$ cat config.mk
export PLATFORM = sky130hd
export DESIGN_NAME = serial_add_ctrl
export DESIGN_NICKNAME = d
export VERILOG_FILES = /design/src/rtl/serial_add_pkg.sv /design/src/rtl/fa_bit_cell.sv /design/src/rtl/serial_add_ctrl.sv
export SDC_FILE = /design/constraint.sdc
export NUM_CORES = 1
export LEC_CHECK = 0
export CAP_MARGIN = 10
export CORE_ASPECT_RATIO = 1.75
export CORE_MARGIN = 3
export CORE_UTILIZATION = 40
export CTS_CLUSTER_DIAMETER = 100
export CTS_CLUSTER_SIZE = 12
export DETAILED_ROUTE_END_ITERATION = 12
export GPL_TIMING_DRIVEN = 0
export PLACE_DENSITY = 0.65
export SKIP_CTS_REPAIR_TIMING = 1
export SLEW_MARGIN = 15
export SYNTH_ARGS = -nofsm -noshare
export SYNTH_HDL_FRONTEND = slang
export SYNTH_SLANG_ARGS = --single-unit
$ cat constraint.sdc
create_clock -name clk -period 5.28 [get_ports clk]
set_input_delay 0.528 -clock clk [delete_from_list [all_inputs] [get_ports clk]]
set_output_delay 0.528 -clock clk [all_outputs]
set_load 0.05 [all_outputs]
$ cat src/rtl/serial_add_pkg.sv
// Shared types and constants for the bit-serial adder/subtractor.
// Holds the FSM state encoding, the default operand width and the counter-width helper.
package serial_add_pkg;

   typedef enum logic [1:0] {
      IDLE = 2'd0,
      RUN  = 2'd1,
      DONE = 2'd2
   } state_t;

   localparam int DEF_WIDTH = 8;

   function automatic int cnt_w(input int w);
      return (w > 1) ? $clog2(w) : 1;
   endfunction

endpackage

$ cat src/rtl/fa_bit_cell.sv
// Gate-level 1-bit full adder; purely combinational, no state and no flow control.
// Shared by every bit position of the serial datapath.
module fa_bit_cell (
   output wire s,
   output wire cout,
   input  wire a,
   input  wire b,
   input  wire cin
);

   wire p;
   wire g;
   wire t;

   xor u_x0 (p, a, b);
   xor u_x1 (s, p, cin);
   and u_a0 (g, a, b);
   and u_a1 (t, p, cin);
   or  u_o0 (cout, g, t);

endmodule

$ cat src/rtl/serial_add_ctrl.sv
// Bit-serial add/subtract, LSB first; done pulses WIDTH+1 edges after the start edge, start ignored while busy.
// Signed overflow flag is built only when SERIAL_ADD_OVF_EN is defined, otherwise ovf is constant 0.
module serial_add_ctrl
   import serial_add_pkg::*;
#(
   parameter int WIDTH = DEF_WIDTH
) (
   input  logic             clk,
   input  logic             rst_n,
   input  logic             start,
   input  logic             op_sub,
   input  logic [WIDTH-1:0] a,
   input  logic [WIDTH-1:0] b,
   output logic             busy,
   output logic             done,
   output logic [WIDTH-1:0] result,
   output logic             cout,
   output logic             ovf
);

   localparam int            CW   = cnt_w(WIDTH);
   localparam logic [CW-1:0] LAST = CW'(WIDTH - 1);

   state_t           state_q, state_d;
   logic [CW-1:0]    cnt_q, cnt_d;
   logic             carry_q, carry_d;
   logic [WIDTH-1:0] a_q, a_d;
   logic [WIDTH-1:0] b_q, b_d;
   logic             sub_q, sub_d;
   logic [WIDTH-1:0] result_q, result_d;
   logic             cout_q, cout_d;
`ifdef SERIAL_ADD_OVF_EN
   logic             ovf_q, ovf_d;
`endif

   logic fa_a;
   logic fa_b;
   logic fa_s;
   logic fa_co;

   // Subtraction is a + ~b + 1: invert b per bit and seed the carry with op_sub.
   assign fa_a = a_q[cnt_q];
   assign fa_b = b_q[cnt_q] ^ sub_q;

   fa_bit_cell u_fa (
      .s    (fa_s),
      .cout (fa_co),
      .a    (fa_a),
      .b    (fa_b),
      .cin  (carry_q)
   );

   always_comb begin
      state_d  = state_q;
      cnt_d    = cnt_q;
      carry_d  = carry_q;
      a_d      = a_q;
      b_d      = b_q;
      sub_d    = sub_q;
      result_d = result_q;
      cout_d   = cout_q;
`ifdef SERIAL_ADD_OVF_EN
      ovf_d    = ovf_q;
`endif
      case (state_q)
         IDLE: begin
            if (start) begin
               state_d  = RUN;
               a_d      = a;
               b_d      = b;
               sub_d    = op_sub;
               cnt_d    = '0;
               carry_d  = op_sub;
               result_d = '0;
               cout_d   = 1'b0;
`ifdef SERIAL_ADD_OVF_EN
               ovf_d    = 1'b0;
`endif
            end
         end
         RUN: begin
            result_d[cnt_q] = fa_s;
            carry_d         = fa_co;
            cnt_d           = cnt_q + CW'(1);
            if (cnt_q == LAST) begin
               state_d = DONE;
               cout_d  = fa_co;
`ifdef SERIAL_ADD_OVF_EN
               // carry_q here is the carry into the MSB.
               ovf_d   = carry_q ^ fa_co;
`endif
            end
         end
         DONE:    state_d = IDLE;
         default: state_d = IDLE;
      endcase
   end

   always_ff @(posedge clk or negedge rst_n) begin
      if (!rst_n) begin
         state_q  <= IDLE;
         cnt_q    <= '0;
         carry_q  <= 1'b0;
         a_q      <= '0;
         b_q      <= '0;
         sub_q    <= 1'b0;
         result_q <= '0;
         cout_q   <= 1'b0;
`ifdef SERIAL_ADD_OVF_EN
         ovf_q    <= 1'b0;
`endif
      end else begin
         state_q  <= state_d;
         cnt_q    <= cnt_d;
         carry_q  <= carry_d;
         a_q      <= a_d;
         b_q      <= b_d;
         sub_q    <= sub_d;
         result_q <= result_d;
         cout_q   <= cout_d;
`ifdef SERIAL_ADD_OVF_EN
         ovf_q    <= ovf_d;
`endif
      end
   end

   assign busy   = (state_q != IDLE);
   assign done   = (state_q == DONE);
   assign result = result_q;
   assign cout   = cout_q;
`ifdef SERIAL_ADD_OVF_EN
   assign ovf    = ovf_q;
`else
   assign ovf    = 1'b0;
`endif

endmodule

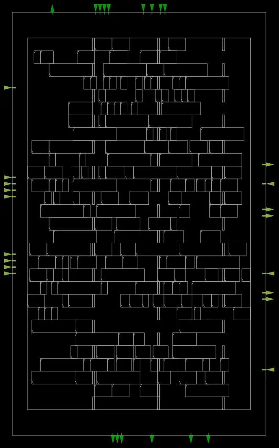
*Placed standard cells, run 1*
fin cells: 240
flop share of the area: 39.1%
flip-flops: 32

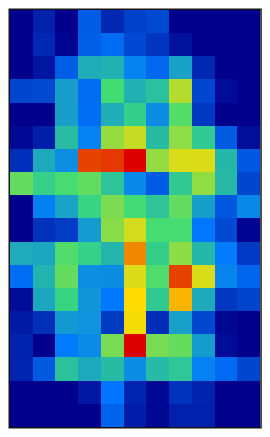
*Signal metal coverage by tile, run 1*
The die is cut into 11 by 18 equal tiles; dark blue is low, red is high, scaled to the fullest tile. Values are wire area over tile area, all layers added.
fullest tile: 0.39
emptiest ninth of the die: top right
nearly empty tiles: 20%
densest ninth of the die: middle
tiles over half the peak: 19%
vias: 1219
WL final: 3320 µm
total track usage: 16.4%

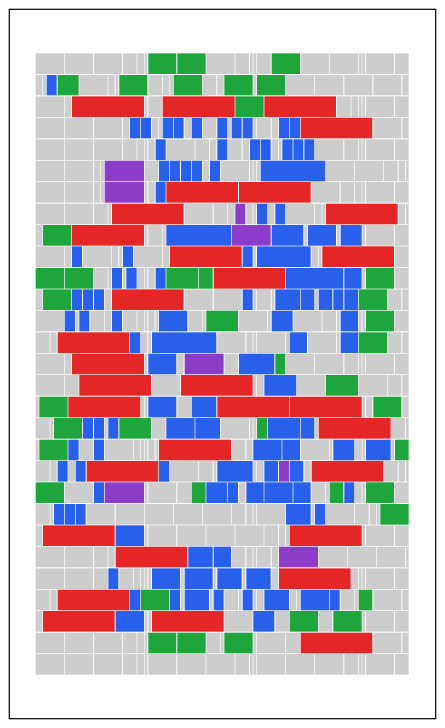
*Cells colored by class, run 1*
Fill, decap, tap and diode cells in gray.
legend:
  green:
    class: other buffers and delay cells
    cells: 41
    share_of_their_area: 19%
  blue:
    class: all other logic
    cells: 113
    share_of_their_area: 36%
  red:
    class: flip-flops
    cells: 32
    share_of_their_area: 40%
  purple:
    class: clock drivers and dummy loads
    cells: 8
    share_of_their_area: 4.5%
num rows: 29
core area: 3740 µm²
fin util: 54.8%
design area: 2050 µm²

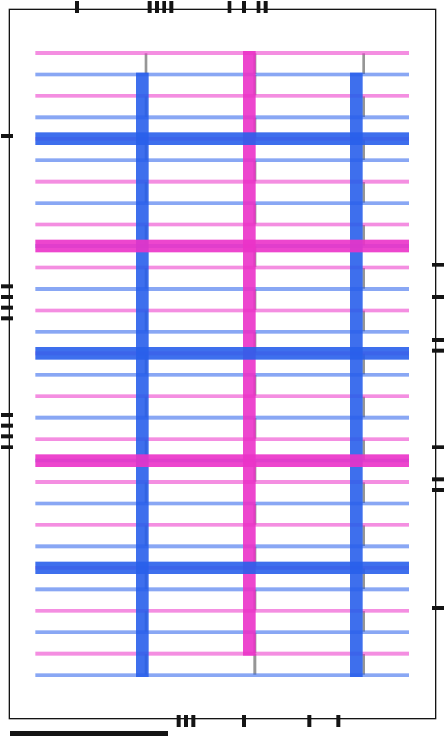
*Floorplan with the power grid, run 1*
Scale bar: 20 µm. Pins as bars on the die edge. Tap cells in gray.
legend:
  magenta:
    net: VDD
  blue:
    net: VSS
tap cells: 46
met5 straps: 5

==> impl_metrics.env, run 1 <==
# yosys + openroad results
export IMPL_dieArea_um2=4840
export IMPL_root_buffer="clkbuf_8"
export IMPL_ff2ff_setup_slack_ps=2330
export IMPL_fmax_ghz=0.339
export IMPL_die_h_um=89.8
export IMPL_setup_tns_ps=0
export IMPL_num_nonclk_inverters=2
export IMPL_status="complete, no violations"
export IMPL_grt_pass1_wl_um=5890
export IMPL_post_drt_wl_per_cell_um=13.8
export IMPL_crit_slowest_cell="fa_1"
export IMPL_io_buffer_count=30
export IMPL_cts_reportedPaths_clkPinSlew_ps=60
export IMPL_path_max_fanout=10
export IMPL_ys_area_um2=1600
export IMPL_path_class="register to register"
export IMPL_post_place_ws_ps=2320
export IMPL_finalCriticalPeriod_ps=2950
export IMPL_maxCapViolCount=0
export IMPL_fill_cells=332
export IMPL_ir_drop_v=0.000311
export IMPL_area_delta_synth_final_pct=27.6
export IMPL_finalPower_mw=1.29
export IMPL_switching_power_mw=0.535
export IMPL_powerSeq_mw=0.417
export IMPL_sw_frac_of_total_pct=41.5
export IMPL_comb_cells=111
export IMPL_powerComb_mw=0.681
export IMPL_cts_buffers=5
export IMPL_area_leaders="dfrtp_1 (50%), nand2_1 (14%), mux2i_1 (5.6%), mux4_2 (4.2%), buf_6 (2.8%)"
export IMPL_clock_net_power_mw=0.190
export IMPL_arrival_ps=3140
export IMPL_tightestPinTransition_ps=698
export IMPL_yosys_area_share_simple_pct=23.5
export IMPL_r2r_end="result[0]"
export IMPL_p_per_area_nw_per_um2=629
export IMPL_io_pins=32
export IMPL_place_area_um2=1960
export IMPL_antennaDiodeCount=0
export IMPL_worst_setup_path_end_kind="register"
export IMPL_aoi_share_pct=7.02
export IMPL_yosys_area_top_type="dfrtp_1"
export IMPL_p_leak_nw=0.956
export IMPL_overflow=0
export IMPL_avgViaCountPerCell=5.08
export IMPL_clkSinkCount=32
export IMPL_logic_area_um2=716
export IMPL_fp_util_pct=42.9
export IMPL_final_hold_viol_count=0
export IMPL_pwr_share_clk_pct=14.8
export IMPL_buffers_excl_clock=41
export IMPL_drt_iter0_drc=20
export IMPL_syn_avg_cell_area_um2=10.3
export IMPL_dominant_cell_class="flip-flops and latches"
export IMPL_antenna_left=0
export IMPL_area_share_clock_buf_inv_pct=4.40
export IMPL_first_global_vias=1284
export IMPL_htree_levels=2
export IMPL_ys_sh_xor_pct=0.546
export IMPL_placed_cells=232
export IMPL_most_common_layout_cells="nand2_1 (59), dfrtp_1 (32), clkdlybuf4s50_1 (29)"
export IMPL_nets=216
export IMPL_clock_path_buffers=2
export IMPL_slew_viol_final=0
export IMPL_syn_area_um2=1600
export IMPL_place_hpwl_um=2520
export IMPL_top_area_share_pct=49.9
export IMPL_cp_top_family="multiplexers"
## run 1: worst max path at each step
stage                     startpoint        end  slack [ps]
after global routing        cnt_q[2]  result[0]        2160
after detailed placement    cnt_q[2]  result[0]        2320
after CTS                   cnt_q[2]  result[0]        2320
after floorplan             cnt_q[2]  result[0]        2730
after global placement      cnt_q[2]  result[0]        2380
final                       cnt_q[2]  result[0]        2330
## run 1: per-layer routing
metal / part of all wire, % / vias up / GRT usage, % / wire length (µm)
li1: - / 600 / - / -
met1: 42 / 581 / 19.0 / 1380
met2: 51 / 28 / 26.5 / 1700
met3: 4.5 / 10 / 4.64 / 149
met4: 2.6 / 0 / 7.68 / 87
met5: 0 / - / 0 / 0
### Nets reached from selected ports, run 1

Scale bar: 20 µm.
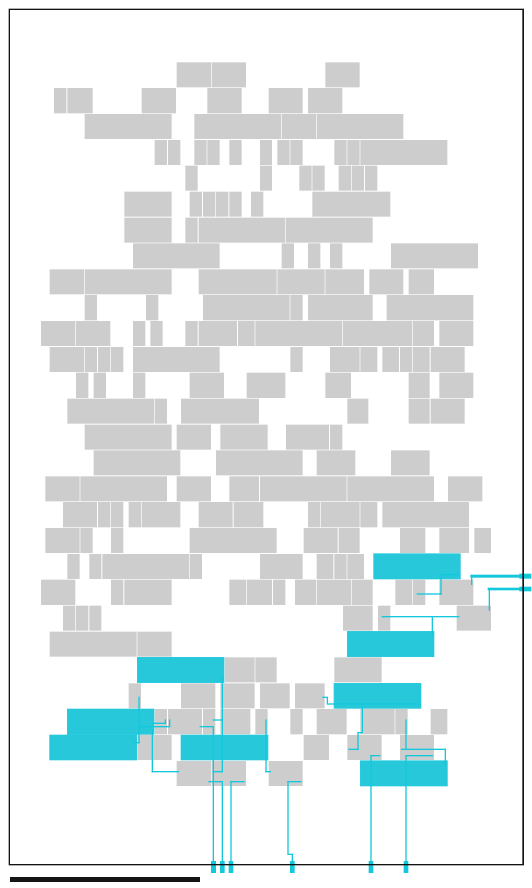

==> run 1 -> run 2 <==
==> constraint.sdc (replaced) <==
create_clock -name clk -period 2.75 [get_ports clk]
set_input_delay 0.275 -clock clk [delete_from_list [all_inputs] [get_ports clk]]
set_output_delay 0.275 -clock clk [all_outputs]
set_load 0.05 [all_outputs]
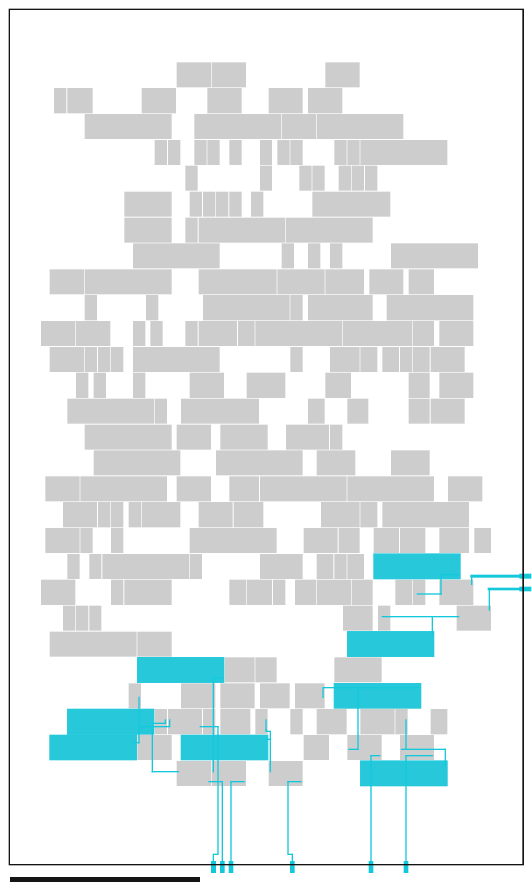
*Nets reached from selected ports, run 2*
Scale bar: 20 µm.
legend:
  cyan:
    port: result
    direction: output
    edge: 6 bottom, 2 right
    end_cells: 8
    buffers: 8
    wire: 162 µm

==> run 2 against run 1 <==
- largest cell class unchanged
- global-route usage unchanged
- via count decreased by 0.16%
- critical path type unchanged
- die area unchanged
- sequential share of layout area decreased by 0.17 points
- clock-buffer cell count unchanged
- largest power group unchanged
==> impl_metrics.env, run 2 <==
# yosys + openroad results
export IMPL_cp_slowest_stage_delay_ps=520
export IMPL_grt_use_met1_pct=19.0
export IMPL_grt_pass1_wl_um=5890
export IMPL_cts_buffers=5
export IMPL_place_hpwl_um=2520
export IMPL_status="complete, no violations"
export IMPL_first_global_vias=1284
export IMPL_final_common_cell="nand2_1"
export IMPL_path_max_fanout=9
export IMPL_syn_avg_cell_area_um2=10.3
export IMPL_async_flop_share_pct=100
export IMPL_powerComb_mw=1.37
export IMPL_clock_net_power_mw=0.366
export IMPL_cp_required_ps=2930
export IMPL_drt_iter0_drc=20
export IMPL_sw_frac_of_total_pct=41.0
export IMPL_route_detailed_drc=0
export IMPL_grt_util_met2_pct=26.5
export IMPL_wl_met1_um=1390
export IMPL_fmax_ghz=0.382
export IMPL_wl_met3_um=144
export IMPL_finalCritPeriodShare_pct=95.1
export IMPL_ys_sh_adder_pct=2.81
export IMPL_htree_levels=2
export IMPL_critPathCapture="result[0]"
export IMPL_crit_path_start="cnt_q[0]"
export IMPL_grt_max_degree=33
export IMPL_numSynthFlops=32
export IMPL_dieArea_um2=4840
export IMPL_antenna_left=0
export IMPL_nets=217
export IMPL_yosys_area_share_simple_pct=23.5
export IMPL_gr_usage_met3_pct=4.64
export IMPL_combPwrFrac_pct=54.0
export IMPL_fill_cells=334
export IMPL_worst_setup_path_end_kind="register"
export IMPL_grt_busiest_layer="met2"
export IMPL_powerSeq_mw=0.800
export IMPL_arrival_ps=2800
export IMPL_clock_path_buffers=2
export IMPL_post_drt_wl_per_cell_um=13.8
export IMPL_yosys_area_top_type="dfrtp_1"
export IMPL_finalCriticalPeriod_ps=2620
export IMPL_grtUsageTotal_pct=16.4
export IMPL_vias=1217
export IMPL_ys_area_um2=1600
export IMPL_ff2ff_setup_slack_ps=130
export IMPL_whs_ps=38.7
export IMPL_setup_viol=0
export IMPL_tightestPinTransition_ps=697
export IMPL_synth_cells_most_frequent="nand2_1 (59), dfrtp_1 (32), mux2i_1 (9)"
export IMPL_critPathBufInv=1
export IMPL_cts_tree="built"
export IMPL_synth_nets=179
export IMPL_cts_reportedPaths_clkPinSlew_ps=60
export IMPL_fp_util_pct=42.9
export IMPL_antenna_found_initial=0
export IMPL_clkSinkCount=32
export IMPL_rr_worst_depth=7
export IMPL_ys_warn_count=0
export IMPL_slew_viol_final=0
export IMPL_crit_cells=7
export IMPL_wl_met2_um=1710
export IMPL_pwr_share_clk_pct=14.4
export IMPL_logic_family="simple AND/OR/NAND/NOR gates"
export IMPL_p_leak_nw=0.963
export IMPL_topRoutingLayerUsed="met4"
export IMPL_synth_dominant_cell_count="nand2_1"
export IMPL_maxCapViolCount=0
export IMPL_area_leaders="dfrtp_1 (50%), nand2_1 (14%), mux2i_1 (5.6%), mux4_2 (4.2%), buf_6 (2.8%)"
export IMPL_path_class="register to register"
export IMPL_syn_area_um2=1600
export IMPL_logic_area_um2=716
export IMPL_seq_power_share_pct=31.6
export IMPL_top_area_share_pct=49.9
export IMPL_ys_cells=156
export IMPL_wirelength_um=3330
export IMPL_antennaDiodeCount=0
export IMPL_core_area_um2=3740
export IMPL_placed_cells=232
export IMPL_p_per_area_nw_per_um2=1230
export IMPL_rows=29
export IMPL_finClkSkew_ps=3.81
export IMPL_path_cells="buf_6 -> mux4_2 -> mux2_2 -> fa_1 -> nand3b_1 -> or3_1 -> o32ai_1"
export IMPL_avgViaCountPerCell=5.05
export IMPL_area_delta_synth_final_pct=28.2
export IMPL_aoi_share_pct=7.02
export IMPL_switching_power_mw=1.04
export IMPL_final_hold_viol_count=0
export IMPL_ys_sh_xor_pct=0.546
export IMPL_maxSlewHeadroom_pct=53.5
export IMPL_warnings=26
export IMPL_finalNonFillerCells=241
export IMPL_cp_top_family="multiplexers"
export IMPL_cell_internal_pwr_mw=1.50
export IMPL_overflow=0
export IMPL_crit_slowest_cell="fa_1"
export IMPL_r2r_end="result[0]"
export IMPL_root_buffer="clkbuf_8"
export IMPL_maxPowerGroup="combinational logic"
export IMPL_register_area_um2=801
export IMPL_synth_seq_share_pct=49.9
export IMPL_io_pins=32
export IMPL_dr_pass1_iters=4
export IMPL_io_buffer_count=30
export IMPL_flop_cell="dfrtp_1"
export IMPL_most_common_layout_cells="nand2_1 (59), dfrtp_1 (32), clkdlybuf4s50_1 (29)"
export IMPL_hold_class="input port to asynchronous set/reset pin"
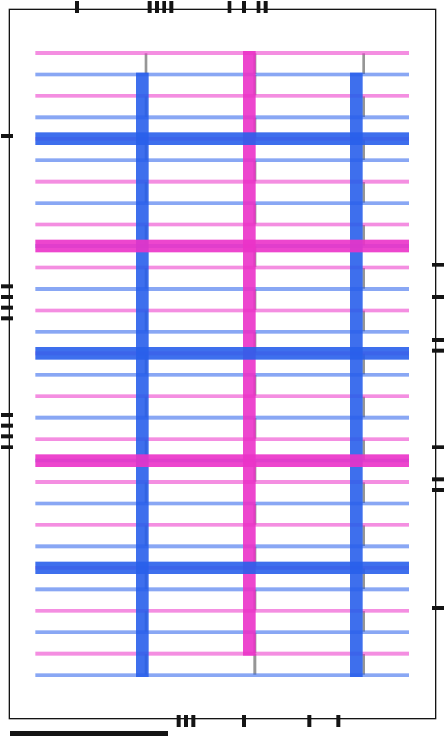
*Floorplan with the power grid, run 2*
Scale bar: 20 µm. Pins as bars on the die edge. Tap cells in gray.
legend:
  blue:
    net: VSS
  magenta:
    net: VDD
met1 rails: 30
rows: 29
met4 straps: 3
worst vdd ir: 0.000713 V
die height: 89.8 µm
Die X: 53.9 µm

==> run 2: cell counts after synthesis <==
No cell type changed its count.
==> run 2: final cells by class <==
class                   instances  share of cell area, %
multi-input cells             111                   34.8
well taps                      46                   2.80
flip-flops and latches         32                   39.0
inverters                       2                  0.365
plain buffers                  11                   3.96
repair buffers                 31                   14.7
clock buffers                   8                   4.38
==> run 2: through the flow <==
step	area, µm²	power (mW)	util, %	setup WS, ps	TNS (ps)
after global routing	2060	2.74	55.0	-2.81	-2.81
after floorplan	1600	1.75	-	202	0
after CTS	2050	2.51	54.8	-206	-306
after global placement	1960	2.08	52.5	-152	-189
final	2060	2.53	55.0	133	0
after detailed placement	1960	2.14	52.4	-212	-324
### Signal metal coverage by tile, run 2

The die is cut into 11 by 18 equal tiles; dark blue is low, red is high, scaled to the fullest tile. Values are wire area over tile area, all layers added.
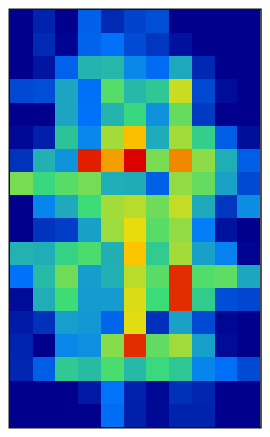

==> run 2 -> run 3 <==
--- a/config.mk
+++ b/config.mk
@@ -12,10 +12,11 @@
 export CTS_CLUSTER_DIAMETER = 100
 export CTS_CLUSTER_SIZE = 12
 export DETAILED_ROUTE_END_ITERATION = 12
+export DONT_BUFFER_PORTS = 1
 export GPL_TIMING_DRIVEN = 0
-export PLACE_DENSITY = 0.65
+export PLACE_DENSITY = 0.54
 export SKIP_CTS_REPAIR_TIMING = 1
-export SLEW_MARGIN = 15
+export SLEW_MARGIN = 30
 export SYNTH_ARGS = -nofsm -noshare
 export SYNTH_HDL_FRONTEND = slang
 export SYNTH_SLANG_ARGS = --single-unit
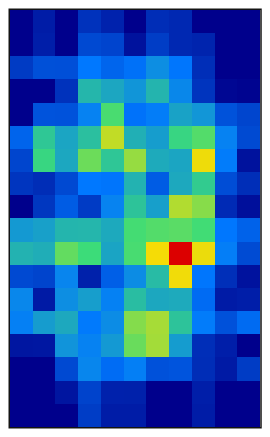
*Signal metal coverage by tile, run 3*
The die is cut into 11 by 18 equal tiles; dark blue is low, red is high, scaled to the fullest tile. Values are wire area over tile area, all layers added.
fullest tile: 0.46
nearly empty tiles: 17%
tiles over half the peak: 11%

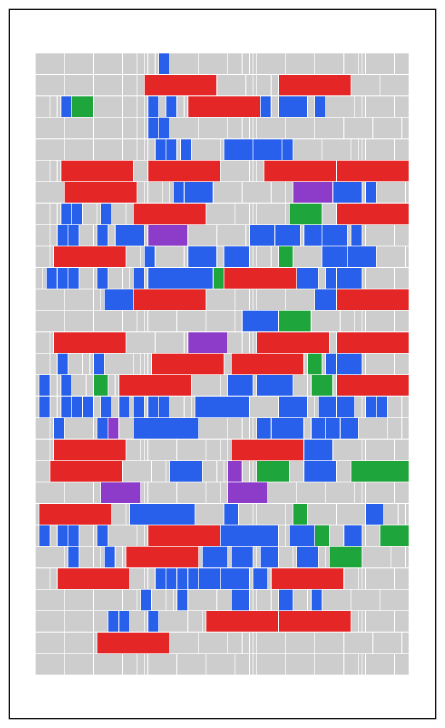
*Cells colored by class, run 3*
Fill, decap, tap and diode cells in gray.
legend:
  red:
    class: flip-flops
    cells: 32
    share_of_their_area: 47%
  green:
    class: other buffers and delay cells
    cells: 14
    share_of_their_area: 6.9%
  blue:
    class: all other logic
    cells: 113
    share_of_their_area: 42%
  purple:
    class: clock drivers and dummy loads
    cells: 7
    share_of_their_area: 4.5%
flop share of the area: 45.0%
design area: 1780 µm²

==> run 3 against run 2 <==
- die area unchanged
- area after synthesis unchanged
- combinational power down 23%
- largest cell class unchanged
- utilization fell by 7.4 points
- first-iteration DRC count grew 50%
- clock skew shrank 2.2 ps
- critical path depth is the same
- worst setup slack improved by 16 ps
- sequential power grew 22%
==> impl_metrics.env, run 3 <==
# yosys + openroad results
export IMPL_arrival_ps=2780
export IMPL_wl_met2_um=1680
export IMPL_warnings=26
export IMPL_placed_cells=202
export IMPL_grt_pass1_wl_um=5600
export IMPL_place_area_um2=1660
export IMPL_logic_family="simple AND/OR/NAND/NOR gates"
export IMPL_top_area_share_pct=49.9
export IMPL_async_flop_share_pct=100
export IMPL_gr_usage_met3_pct=4.64
export IMPL_nets=189
export IMPL_cts_reportedPaths_clkPinSlew_ps=60
export IMPL_switching_power_mw=1.01
export IMPL_htree_levels=2
export IMPL_combPwrFrac_pct=44.5
export IMPL_die_w_um=53.9
export IMPL_clock_path_buffers=2
export IMPL_avgViaCountPerCell=5.36
export IMPL_worst_setup_path_end_kind="register"
export IMPL_final_hold_viol_count=0
export IMPL_ys_cells=156
export IMPL_synth_dominant_cell_count="nand2_1"
export IMPL_first_global_vias=1188
export IMPL_setup_tns_ps=0
export IMPL_yosys_area_share_simple_pct=23.5
export IMPL_comb_cells=111
export IMPL_powerSeq_mw=0.973
export IMPL_dominant_cell_class="flip-flops and latches"
export IMPL_finalCriticalPeriod_ps=2600
export IMPL_fp_util_pct=42.9
export IMPL_aoi_share_pct=7.02
export IMPL_syn_avg_cell_area_um2=10.3
export IMPL_ys_area_um2=1600
export IMPL_post_place_ws_ps=-163
export IMPL_powerComb_mw=1.05
export IMPL_wl_met3_um=149
export IMPL_post_route_util_pct=47.6
export IMPL_finalPower_mw=2.36
export IMPL_cts_tree="built"
export IMPL_route_detailed_drc=0
export IMPL_seq_power_share_pct=41.2
export IMPL_register_area_um2=801
export IMPL_final_common_cell="nand2_1"
export IMPL_numSynthFlops=32
export IMPL_ir_drop_v=0.000685
export IMPL_grt_busiest_layer="met2"
export IMPL_clock_net_power_mw=0.338
export IMPL_drt_iter0_drc=30
export IMPL_taps=46
export IMPL_seq_cells=32
export IMPL_rows=29
export IMPL_slew_viol_final=0
export IMPL_grt_max_degree=33
export IMPL_flop_cell="dfrtp_1"
export IMPL_io_pins=32
export IMPL_maxSlewHeadroom_pct=37.8
export IMPL_maxPowerGroup="combinational logic"
export IMPL_whs_ps=99.8
export IMPL_area_share_clock_buf_inv_pct=4.36
export IMPL_sw_frac_of_total_pct=42.9
export IMPL_antenna_left=0
export IMPL_cts_buffers=5
export IMPL_path_max_fanout=9
export IMPL_area_delta_synth_final_pct=10.8
export IMPL_area_leaders="dfrtp_1 (50%), nand2_1 (14%), mux2i_1 (5.6%), mux4_2 (4.2%), buf_6 (2.8%)"
export IMPL_setup_viol=0
export IMPL_ys_sh_adder_pct=2.81
export IMPL_p_leak_nw=0.858
export IMPL_hold_class="input port to register"
export IMPL_root_buffer="clkbuf_8"
export IMPL_overflow=0
export IMPL_ys_sh_xor_pct=0.546
export IMPL_logic_area_um2=716
export IMPL_finalNonFillerCells=212
export IMPL_fmax_ghz=0.385
export IMPL_sh_comb_area_pct=40.3
export IMPL_crit_path_start="cnt_q[0]"
export IMPL_vias=1136
export IMPL_core_area_um2=3740
export IMPL_cell_internal_pwr_mw=1.35
export IMPL_syn_area_um2=1600
export IMPL_status="complete, no violations"
export IMPL_synth_seq_share_pct=49.9
export IMPL_pwr_share_clk_pct=14.3
export IMPL_wl_met1_um=1310
export IMPL_io_buffer_count=0
export IMPL_wirelength_um=3220
export IMPL_worst_slack_ps=149
export IMPL_grt_util_met2_pct=24.4
export IMPL_fill_cells=375
export IMPL_die_h_um=89.8
export IMPL_post_drt_wl_per_cell_um=15.2
export IMPL_buffers_excl_clock=14
export IMPL_maxCapViolCount=0
export IMPL_finalCritPeriodShare_pct=94.6
export IMPL_dr_pass1_iters=4
export IMPL_grtUsageTotal_pct=15.7
export IMPL_synth_cells_most_frequent="nand2_1 (59), dfrtp_1 (32), mux2i_1 (9)"
export IMPL_path_class="register to register"
export IMPL_place_hpwl_um=2330
export IMPL_nonClkBufAreaFrac_pct=6.69
export IMPL_most_common_layout_cells="nand2_1 (59), dfrtp_1 (32), mux2i_1 (9)"
export IMPL_num_nonclk_inverters=2
export IMPL_p_per_area_nw_per_um2=1330
export IMPL_grt_use_met1_pct=19.7
export IMPL_nClkBuffers=6
export IMPL_antenna_found_initial=0
export IMPL_topRoutingLayerUsed="met4"
export IMPL_antennaDiodeCount=0
export IMPL_dieArea_um2=4840
-- run 3: cell types whose count changed in the layout (fill, tap and decap cells not counted), sizes merged --
cell	previous run	this run
clkbuf	10	8
clkdlybuf4s50	29	0
dlygate4sd3	0	1
clkinv	0	1
-- run 3: final timing paths --
kind / end / slack (ps) / cells past startpoint
max reg2reg: result[0] / 150 / 7
min in group asynchronous: result[0] / 440 / 2
min reg2reg: a_q[5] / 470 / 2
min: a_q[1] / 100 / 2
max in group asynchronous: a_q[1] / 2140 / 2
max: result[0] / 150 / 7
-- run 3: worst max-delay path, cell delays in order, from the launching register on --
cell	delay, ps
dfrtp_1	370
buf_6	170
mux4_2	490
mux2_2	290
fa_1	510
nand3b_1	110
or3_1	340
o32ai_1	220
Power and IR drop assume default switching activity.
